Figure 1. M1 wires (run 1).
Cells faint in the background.
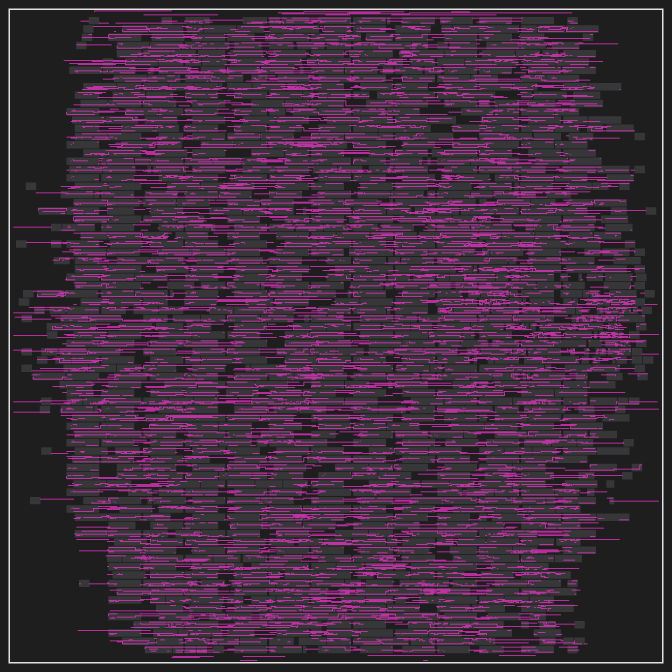
Figure 2. Met2 routing (run 1).
Scale bar: 50 um.
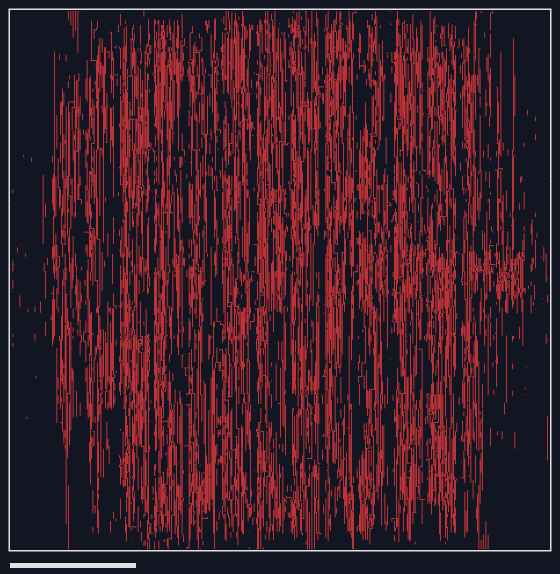
Figure 3. M3 wires (run 1).
Scale bar: 50 um.
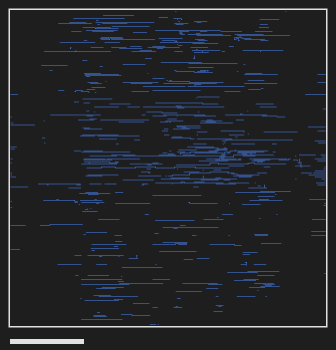
`src/rtl/fmsynth_cmdplayer.sv`:
```
// Command player: FIFO of queued register writes/delays replayed onto the fmsynth write bus.
// Optional delay engine enabled by defining FMSYNTH_CMDPLAYER_DELAY_EN.
module fmsynth_cmdplayer #(
  parameter int FIFO_DEPTH_LOG2 = 4,
  parameter int DELAY_WIDTH     = 24
) (
  input  logic                     clk,
  input  logic                     reset_n,
  input  logic [7:0]               cmd_addr,
  input  logic [31:0]              cmd_data,
  input  logic                     cmd_delay,
  input  logic                     cmd_push,
  input  logic                     flush,
  output logic                     cmd_full,
  output logic [FIFO_DEPTH_LOG2:0] cmd_level,
  output logic                     overflow,
  output logic                     busy,
  output logic [7:0]               bus_addr,
  output logic [31:0]              bus_wrdata,
  output logic                     bus_wren,
  input  logic                     bus_wait
);

  localparam int DEPTH   = 1 << FIFO_DEPTH_LOG2;
  localparam int ENTRY_W = 41;
  localparam logic [FIFO_DEPTH_LOG2:0]   LVL_ONE  = (FIFO_DEPTH_LOG2+1)'(1);
  localparam logic [FIFO_DEPTH_LOG2:0]   LVL_FULL = (FIFO_DEPTH_LOG2+1)'(DEPTH);
  localparam logic [FIFO_DEPTH_LOG2-1:0] PTR_ONE  = FIFO_DEPTH_LOG2'(1);

  if (DELAY_WIDTH < 1 || DELAY_WIDTH > 32) begin : g_bad_delay_width
    $error("DELAY_WIDTH must be within 1..32");
  end

`ifdef FMSYNTH_CMDPLAYER_DELAY_EN
  typedef enum logic [1:0] {ST_IDLE = 2'd0, ST_WRITE = 2'd1, ST_DELAY = 2'd2} state_t;
  localparam logic [DELAY_WIDTH-1:0] CNT_ONE = DELAY_WIDTH'(1);
  logic [DELAY_WIDTH-1:0] delay_cnt_r;
`else
  typedef enum logic [1:0] {ST_IDLE = 2'd0, ST_WRITE = 2'd1} state_t;
`endif

  state_t                     state_r, state_nxt_s;
  logic [ENTRY_W-1:0]         mem_r [DEPTH];
  logic [FIFO_DEPTH_LOG2-1:0] wr_ptr_r, rd_ptr_r;
  logic [FIFO_DEPTH_LOG2:0]   level_r, level_nxt_s;
  logic                       cmd_full_r, overflow_r, busy_r, bus_wren_r;
  logic [7:0]                 bus_addr_r;
  logic [31:0]                bus_wrdata_r;
  logic [ENTRY_W-1:0]         head_s;
  logic                       head_delay_s, push_ok_s, pop_s;

  assign head_s       = mem_r[rd_ptr_r];
  assign head_delay_s = head_s[40];
  // Flush wins over push and also suppresses the pop on the same edge.
  assign push_ok_s    = cmd_push && !cmd_full_r && !flush;
  assign pop_s        = (state_r == ST_IDLE) && (level_r != '0) && !flush;

  assign cmd_full   = cmd_full_r;
  assign cmd_level  = level_r;
  assign overflow   = overflow_r;
  assign busy       = busy_r;
  assign bus_addr   = bus_addr_r;
  assign bus_wrdata = bus_wrdata_r;
  assign bus_wren   = bus_wren_r;

  // FIFO storage write port
  always_ff @(posedge clk) begin
    if (push_ok_s) begin
      mem_r[wr_ptr_r] <= {cmd_delay, cmd_addr, cmd_data};
    end
  end

  // FIFO occupancy after this edge
  always_comb begin
    level_nxt_s = level_r;
    if (flush) begin
      level_nxt_s = '0;
    end else if (push_ok_s && !pop_s) begin
      level_nxt_s = level_r + LVL_ONE;
    end else if (!push_ok_s && pop_s) begin
      level_nxt_s = level_r - LVL_ONE;
    end else begin
      level_nxt_s = level_r;
    end
  end

  // Player next-state logic
  always_comb begin
    state_nxt_s = state_r;
    case (state_r)
      ST_IDLE: begin
        if (pop_s && !head_delay_s) begin
          state_nxt_s = ST_WRITE;
`ifdef FMSYNTH_CMDPLAYER_DELAY_EN
        end else if (pop_s && head_delay_s) begin
          state_nxt_s = ST_DELAY;
`endif
        end else begin
          state_nxt_s = ST_IDLE;
        end
      end
      ST_WRITE: begin
        if (!bus_wait) begin
          state_nxt_s = ST_IDLE;
        end else begin
          state_nxt_s = ST_WRITE;
        end
      end
`ifdef FMSYNTH_CMDPLAYER_DELAY_EN
      ST_DELAY: begin
        if (flush || (delay_cnt_r == '0)) begin
          state_nxt_s = ST_IDLE;
        end else begin
          state_nxt_s = ST_DELAY;
        end
      end
`endif
      default: state_nxt_s = ST_IDLE;
    endcase
  end

  // State, pointers, status flags and bus outputs
  always_ff @(posedge clk or negedge reset_n) begin
    if (!reset_n) begin
      state_r      <= ST_IDLE;
      wr_ptr_r     <= '0;
      rd_ptr_r     <= '0;
      level_r      <= '0;
      cmd_full_r   <= 1'b0;
      overflow_r   <= 1'b0;
      busy_r       <= 1'b0;
      bus_wren_r   <= 1'b0;
      bus_addr_r   <= 8'h00;
      bus_wrdata_r <= 32'h0000_0000;
    end else begin
      state_r    <= state_nxt_s;
      level_r    <= level_nxt_s;
      cmd_full_r <= (level_nxt_s == LVL_FULL);
      busy_r     <= (state_nxt_s != ST_IDLE) || (level_nxt_s != '0);
      bus_wren_r <= (state_nxt_s == ST_WRITE);
      if (flush) begin
        wr_ptr_r   <= '0;
        rd_ptr_r   <= '0;
        overflow_r <= 1'b0;
      end else begin
        if (push_ok_s) wr_ptr_r <= wr_ptr_r + PTR_ONE;
        if (pop_s) rd_ptr_r <= rd_ptr_r + PTR_ONE;
        if (cmd_push && cmd_full_r) overflow_r <= 1'b1;
      end
      if (pop_s && !head_delay_s) begin
        bus_addr_r   <= head_s[39:32];
        bus_wrdata_r <= head_s[31:0];
      end
    end
  end

`ifdef FMSYNTH_CMDPLAYER_DELAY_EN
  // Delay countdown; reaching zero releases the player on the following edge
  always_ff @(posedge clk or negedge reset_n) begin
    if (!reset_n) begin
      delay_cnt_r <= '0;
    end else if (pop_s && head_delay_s) begin
      delay_cnt_r <= head_s[DELAY_WIDTH-1:0];
    end else if ((state_r == ST_DELAY) && (delay_cnt_r != '0)) begin
      delay_cnt_r <= delay_cnt_r - CNT_ONE;
    end
  end
`endif

endmodule

```
`config.mk`:
```
export PLATFORM = sky130hd
export DESIGN_NAME = fmsynth_cmdplayer
export DESIGN_NICKNAME = d
export VERILOG_FILES = /design/src/rtl/fmsynth_cmdplayer.sv
export SDC_FILE = /design/constraint.sdc
export NUM_CORES = 1
export LEC_CHECK = 0
export ABC_CLOCK_PERIOD_IN_PS = 3600
export CAP_MARGIN = 20
export CORE_MARGIN = 1.5
export CORE_UTILIZATION = 61
export DETAILED_ROUTE_END_ITERATION = 7
export PLACE_DENSITY = 0.87
export SLEW_MARGIN = 30
export SYNTH_ARGS = -nofsm -noshare
export SYNTH_HDL_FRONTEND = slang
export SYNTH_SLANG_ARGS = --single-unit
```
`constraint.sdc`:
```
create_clock -name clk -period 3.6 [get_ports clk]
set_input_delay 0.9 -clock clk [delete_from_list [all_inputs] [get_ports clk]]
set_output_delay 0.9 -clock clk [all_outputs]
set_load 0.02 [all_outputs]
```
==> metrics.log, run 1 <==
[metrics] run summary
INFO  metric critical-path-slowest-cell = sky130_fd_sc_hd__clkdlybuf4s50_1
INFO  metric fin_cells = 1909
INFO  metric post_cts_buffers = 0
INFO  metric fa_ha_area_share = 0.322%
INFO  metric ys_seq_share = 77.6%
INFO  metric setup-tns-final = 0 ps
INFO  metric synth.area.top_cells = sky130_fd_sc_hd__edfxtp_1 72%, sky130_fd_sc_hd__mux4_2 17%, sky130_fd_sc_hd__dfrtp_1 5.2%
INFO  metric die_span_x = 214 um
INFO  metric most_frequent_cells_in_the_layout = 656 x sky130_fd_sc_hd__edfxtp_1, 203 x sky130_fd_sc_hd__mux4_2, 93 x sky130_fd_sc_hd__clkdlybuf4s50_1
INFO  metric postSynthCellCount = 1112
INFO  metric flop_cell = sky130_fd_sc_hd__edfxtp_1
INFO  metric ctsRootBufferMaster = sky130_fd_sc_hd__clkbuf_16
INFO  metric drt_pass1_iterations = 5
INFO  metric timing.final.hold_violations = 0
INFO  metric yosys.stat.chipArea = 27200 um^2
INFO  metric slew_headroom = 42.8%
INFO  metric placedInstanceArea = about 30000 um^2
INFO  metric route.detailed.vias_per_inst = 6.76
INFO  metric hold_path_class = in -> async
INFO  metric place_inst = about 1800
INFO  metric timing.final.setup_violations = 0
INFO  metric ys.flops = roughly 710
INFO  metric post-layout-total-power = 22.0 mW
INFO  metric design.die.area = 45900 um^2
INFO  metric finalNetCount = 1314
INFO  metric cp-start-kind = input port
INFO  metric first_global_vias = 13700
INFO  metric highest_count_logic_cell_in_the_final_layout = sky130_fd_sc_hd__edfxtp_1
INFO  metric yosysWarningCount = 0
INFO  metric maximum_number_of_pins_on_one_net_before_global_route_repair = 90
INFO  metric track_usage = 29.0%
INFO  metric worst-path-max-fanout = 34
INFO  metric total_leakage_power = 10.0 nW
INFO  metric timing.max_cap.violations = 0
INFO  metric clock_latency = 590 ps
INFO  metric drtAntennaViolNets = 0
INFO  metric clock_period_minus_worst_slack = just under 3000 ps
INFO  metric cp_data_arrival_time = 3160 ps
INFO  metric cp.depth = 6
INFO  metric fp_util = 61.7%
INFO  metric cts_buffers = 67
INFO  metric worstPathBufferInverterCount = 3
INFO  metric synthDominantAreaCellType = sky130_fd_sc_hd__edfxtp_1
INFO  metric drt_iter0_drcs = 1744
INFO  metric enable_flop_cells = around 660
INFO  metric yosys.cell_types.count = approximately 40
INFO  metric die_h = roughly 210 um
INFO  metric regToRegStartpoint = rd_ptr_r[0]
INFO  metric power.share.sequential = a little over two fifths
INFO  metric synthesis.nets = 1165
INFO  metric crit_path_end = mem_r[3][19]
INFO  metric antenna_violations_before_repair = 2
INFO  metric synth_async_sr_flop_share = under 10%
INFO  metric layout-drive-gt1-share = 31.4%
INFO  metric maxSlewViolCount = 0
INFO  metric wire_length_of_the_first_global_routing_pass = 95000 um
INFO  metric fin_hold_ws = between 300 and 400 ps
INFO  metric clock_power_share = 34.4%
INFO  metric cts_sinks = 713
INFO  metric timing.reg2reg.setup_slack = 730 ps
INFO  metric filler_cell_count = 2341
INFO  metric clk_pin_slew = around 70 ps
INFO  metric syn_area = 27200 um^2
INFO  metric synth_simple_gate_area_share = 1.18%
INFO  metric critical_path.endpoint_type = flop
INFO  metric core = 44100 um^2
INFO  metric r2r_end = bus_wrdata[31]
INFO  metric path_class = in -> reg
INFO  metric htree_num_levels = 3
INFO  metric postLayoutCellArea = between 30000 and 40000 um^2
INFO  metric post_cts_resized = 0
INFO  metric tool_warnings = 31
INFO  metric grt_remaining_overflow = 0
INFO  metric tightest_slew = between 800 and 900 ps
INFO  metric run_status = completed
INFO  metric post_synth_xor_area_fraction = 0.243%
INFO  metric peak_vdd_ir = 476 uV
INFO  metric grt_setup_unrepaired = no
## Picture notes: Figure 1
- nets with wire on the layer: 1257
- main direction: horizontal
- share of all routed wire: 36%

## Picture notes: Figure 2
- share of all routed wire: 52%
- main direction: vertical
- nets with wire on the layer: 1253
- longest straight run: 91.1 um
- wire length on this layer: 33.6 mm

## Picture notes: Figure 3
- longest straight run: 69.6 um
- main direction: horizontal
GR Util met3: 4.55%
number of vias in the routed layout: 12900

run 1: worst reg2reg max path: stages, from the launching register on:
cell,delay (ps)
sky130_fd_sc_hd__dfrtp_4,520
sky130_fd_sc_hd__mux4_1,640
sky130_fd_sc_hd__mux4_2,540
sky130_fd_sc_hd__nor4_4,260
sky130_fd_sc_hd__buf_4,420
sky130_fd_sc_hd__mux2_2,390
run 1: worst min path at each step:
stage / end / slack (ps) / cells after the start
after floorplan: wr_ptr_r[3] / 550 / 2
after global placement: overflow / 500 / 2
after detailed placement: overflow / 500 / 2
after CTS: bus_wrdata[29] / 320 / 2
after global routing: bus_wrdata[19] / 340 / 2
final: bus_wrdata[19] / 320 / 2
run 1: state kept, by name, summed over array words and instances, names as in the netlist:
signal / count
mem_r: 656
bus_wrdata: 32
bus_addr: 8
cmd_level: 5
rd_ptr_r: 4
wr_ptr_r: 4
busy: 1
cmd_full: 1
overflow: 1
state_r: 1
run 1: routing by layer:
layer / vias up / part of all wire, % / track usage, %
met2: 883 / 52 / 49.1
met5: - / 0 / 0
met4: 0 / 3.4 / 11.1
li1: 5030 / - / -
met3: 153 / 8.1 / 4.55
met1: 6846 / 36 / 38.6
run 1: power groups by stage:
stage / Clock (mW) / Combinational [mW] / Sequential (mW)
floorplan: 0 / 2.99 / 10.0
global placement: 0 / 4.56 / 9.78
detailed placement: 0 / 4.70 / 9.80
CTS: 7.65 / 4.84 / 9.66
global route: 7.95 / 5.01 / 9.68
finish: 7.59 / 4.79 / 9.66
run 1: layout make-up:
cell class	count	area [um^2]	area share, %
sequential	713	21100	66.7
timing repair buffer	136	1500	4.73
multi-input combinational	338	5940	18.7
clock buffer	95	2000	6.30
inverter	5	18.8	0.0592
tap	592	741	2.34
clock inverter	28	364	1.15
antenna	2	5.00	0.0158
==> run 2: changes to the inputs <==
ABC_CLOCK_PERIOD_IN_PS = 2510   (was 3600)
CORE_UTILIZATION = 55   (was 61)
PLACE_DENSITY = 0.83   (was 0.87)
clock period = 2.51 ns   (was 3.6 ns; I/O delays follow)
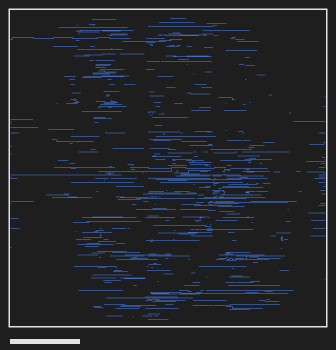
Figure 4: run 2, M3 wires.
Scale bar: 50 um.
- share of all routed wire: 8.7%
- longest straight run: 78.9 um

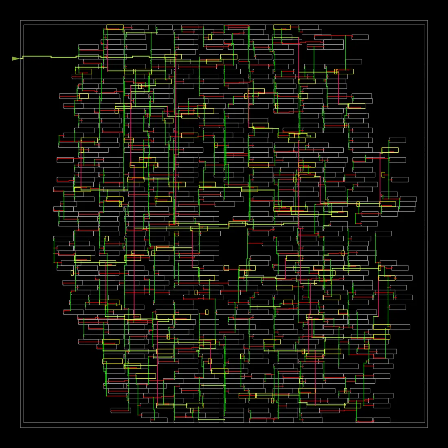
Figure 5: run 2, clock wiring as the flow saved it.
# clock sinks: 713
Worst Clk Skew: 18.9 ps
Clock Power: 10.4 mW

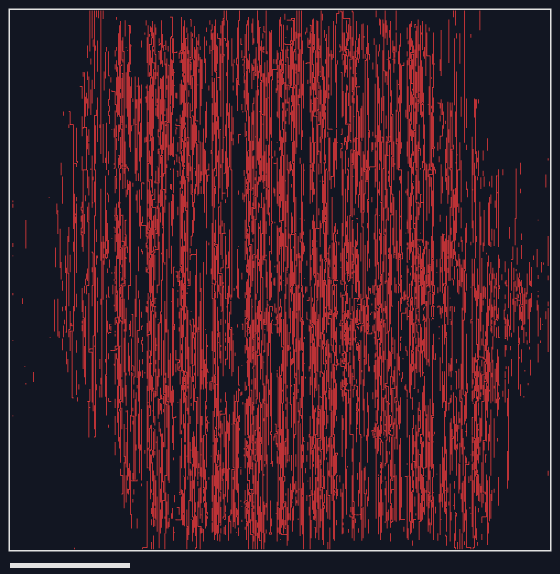
Figure 6: run 2, met2 routing.
Scale bar: 50 um.
- main direction: vertical
- nets with wire on the layer: 1302

==> run 2 against run 1 <==
Against the previous run:
- the run now ends with setup timing left
- area after synthesis unchanged
- clock skew down 5.5 ps
- global-route usage down 1.7 points
- utilization down 5.7 points
- critical path type is now reg -> reg
- critical endpoint is now bus_wrdata[17]
- largest cell class unchanged
- largest power group unchanged
==> metrics.log, run 2 <==
[metrics] run summary
INFO  metric maxSlewViolCount = 0
INFO  metric timing.final.hold_violations = 0
INFO  metric placedInstanceArea = 30000 um^2
INFO  metric ys_seq_share = 77.6%
INFO  metric grt.met1_usage = between 30% and 40%
INFO  metric cp_data_arrival_time = 3190 ps
INFO  metric synthesis.nets = 1165
INFO  metric slew_headroom = between 40% and 50%
INFO  metric run_status = complete, but fails checks
INFO  metric buffer_ports.inserted = 94
INFO  metric postSynthCellCount = 1112
INFO  metric drt_iter0_drcs = between 1500 and 2000
INFO  metric busiest_layer = met2
INFO  metric wire_length_of_the_first_global_routing_pass = approximately 97000 um
INFO  metric syn_area = around 27000 um^2
INFO  metric maximum_number_of_pins_on_one_net_before_global_route_repair = between 60 and 70
INFO  metric clock_path_buffers = 3
INFO  metric route.detailed.vias_per_inst = 6.48
INFO  metric path_class = reg -> reg
INFO  metric synth_simple_gate_area_share = 1.18%
INFO  metric setup_ws = -211 ps
INFO  metric worst-path-max-fanout = 28
INFO  metric highest_count_logic_cell_in_the_final_layout = sky130_fd_sc_hd__edfxtp_1
INFO  metric synthDominantAreaCellType = sky130_fd_sc_hd__edfxtp_1
INFO  metric htree_num_levels = 3
INFO  metric met3WireLength = approximately 5800 um
INFO  metric clock_power_share = ~33%
INFO  metric met2WireLength = 34300 um
INFO  metric highest_layer = met5
INFO  metric layout-drive-gt1-share = 34.0%
INFO  metric largest_register_ffs = about 660
INFO  metric timing.reg2reg.setup_slack = -210 ps
INFO  metric yosys.cell_types.count = around 40
INFO  metric grt_setup_unrepaired = yes
INFO  metric ctsRootBufferMaster = sky130_fd_sc_hd__clkbuf_16
INFO  metric flop_cell = sky130_fd_sc_hd__edfxtp_1
INFO  metric largestPowerGroup = registers
INFO  metric ys.flops = 713
INFO  metric yosys.stat.chipArea = 27200 um^2
INFO  metric grt.met2_usage = a little under half
INFO  metric track_usage = between 20% and 30%
INFO  metric post-layout-total-power = between 30 and 40 mW
INFO  metric synth_async_sr_flop_share = 7.99%
INFO  metric top_register = mem_r
INFO  metric first_global_vias = around 14000
INFO  metric power.share.sequential = 43.5%
INFO  metric fin_hold_ws = ~110 ps
INFO  metric clk_pin_slew = 70 ps
INFO  metric finalNetCount = 1364
INFO  metric fp_util = 55.6%
INFO  metric critical_path.endpoint_type = flop
INFO  metric drt_pass1_iterations = 5
INFO  metric timing.max_cap.violations = 0
INFO  metric die_span_x = 226 um
INFO  metric grtUsageMet3 = 4.88%
INFO  metric powerComb = 7.50 mW
INFO  metric enable_flop_cells = 656
INFO  metric tightest_slew = 836 ps
INFO  metric m1WireLength = 24300 um
INFO  metric cp-start-kind = flop
INFO  metric yosysWarningCount = 0
INFO  metric violations = setup timing
INFO  metric timing.final.setup_violations = 40
INFO  metric synth.area.top_cells = sky130_fd_sc_hd__edfxtp_1 72%, sky130_fd_sc_hd__mux4_2 17%, sky130_fd_sc_hd__dfrtp_1 5.2%
INFO  metric clock_period_minus_worst_slack = 2720 ps
INFO  metric clock_latency = between 500 and 600 ps
INFO  metric total_leakage_power = between 10 and 15 nW
INFO  metric fa_ha_area_share = less than 1%
INFO  metric die_h = 226 um
INFO  metric critical-path-slowest-cell = sky130_fd_sc_hd__mux4_2
INFO  metric post_synth_xor_area_fraction = 0.243%
INFO  metric tool_warnings = 34
INFO  metric postLayoutCellArea = 32400 um^2
INFO  metric route.vias.total = 13100
INFO  metric most_frequent_cells_in_the_layout = 656 x sky130_fd_sc_hd__edfxtp_1, 205 x sky130_fd_sc_hd__mux4_2, 93 x sky130_fd_sc_hd__clkdlybuf4s50_1
INFO  metric drtAntennaViolNets = 0
INFO  metric peak_vdd_ir = 632 uV
==> run 2: cell types whose count changed in the layout (fill, tap and decap cells not counted), moves of 2 or more <==
cell and delta:
sky130_fd_sc_hd__mux4_2 +2, sky130_fd_sc_hd__buf_12 +20, sky130_fd_sc_hd__clkinv_2 +2, sky130_fd_sc_hd__mux4_1 -2, sky130_fd_sc_hd__clkinv_1 +2, sky130_fd_sc_hd__bufinv_16 -4, sky130_fd_sc_hd__buf_4 +28
==> run 2: timing repair <==
item                       4_1_cts  5_1_grt
buffers inserted                 3        1
gates resized                    7        0
gates cloned                     1        0
setup endpoints to repair       39       40
==> run 2: worst paths after layout <==
| path | from | to | cells after the start |
|---|---|---|---|
| max | rd_ptr_r[0] | bus_wrdata[17] | 6 |
| min | reset_n | bus_wrdata[19] | 1 |
| max reg2reg | rd_ptr_r[0] | bus_wrdata[17] | 6 |
| min reg2reg | overflow | overflow | 2 |
| max in group asynchronous | reset_n | bus_wrdata[13] | 2 |
| min in group clk | overflow | overflow | 2 |
==> run 2: final cells by class <==
class	count	area (um^2)
diodes	2	5.00
fillers	2851	16600
multi-input cells	338	5950
clock buffers	94	2000
flip-flops and latches	713	21100
repair buffers	186	2180
clock inverters	27	253
inverters	5	18.8
well taps	664	831
==> run 2: worst max-delay path, delay by kind of cell (launching register included) <==
family	cells	cell delay (ps)
mux	3	1450
buf+inv	3	610
flops	1	520
==> run 2: through the flow <==
step	util [%]	TNS [ps]	instances	setup WS, ps
after floorplan	-	-158590	1112	-335
after global placement	61.4	-98700	1901	-319
after detailed placement	61.4	-131730	1901	-339
after CTS	66.1	-3660	2026	-132
after global routing	66.1	-7550	2028	-263
final	66.1	-5790	2029	-211
Power is estimated from default activity; no workload was simulated.
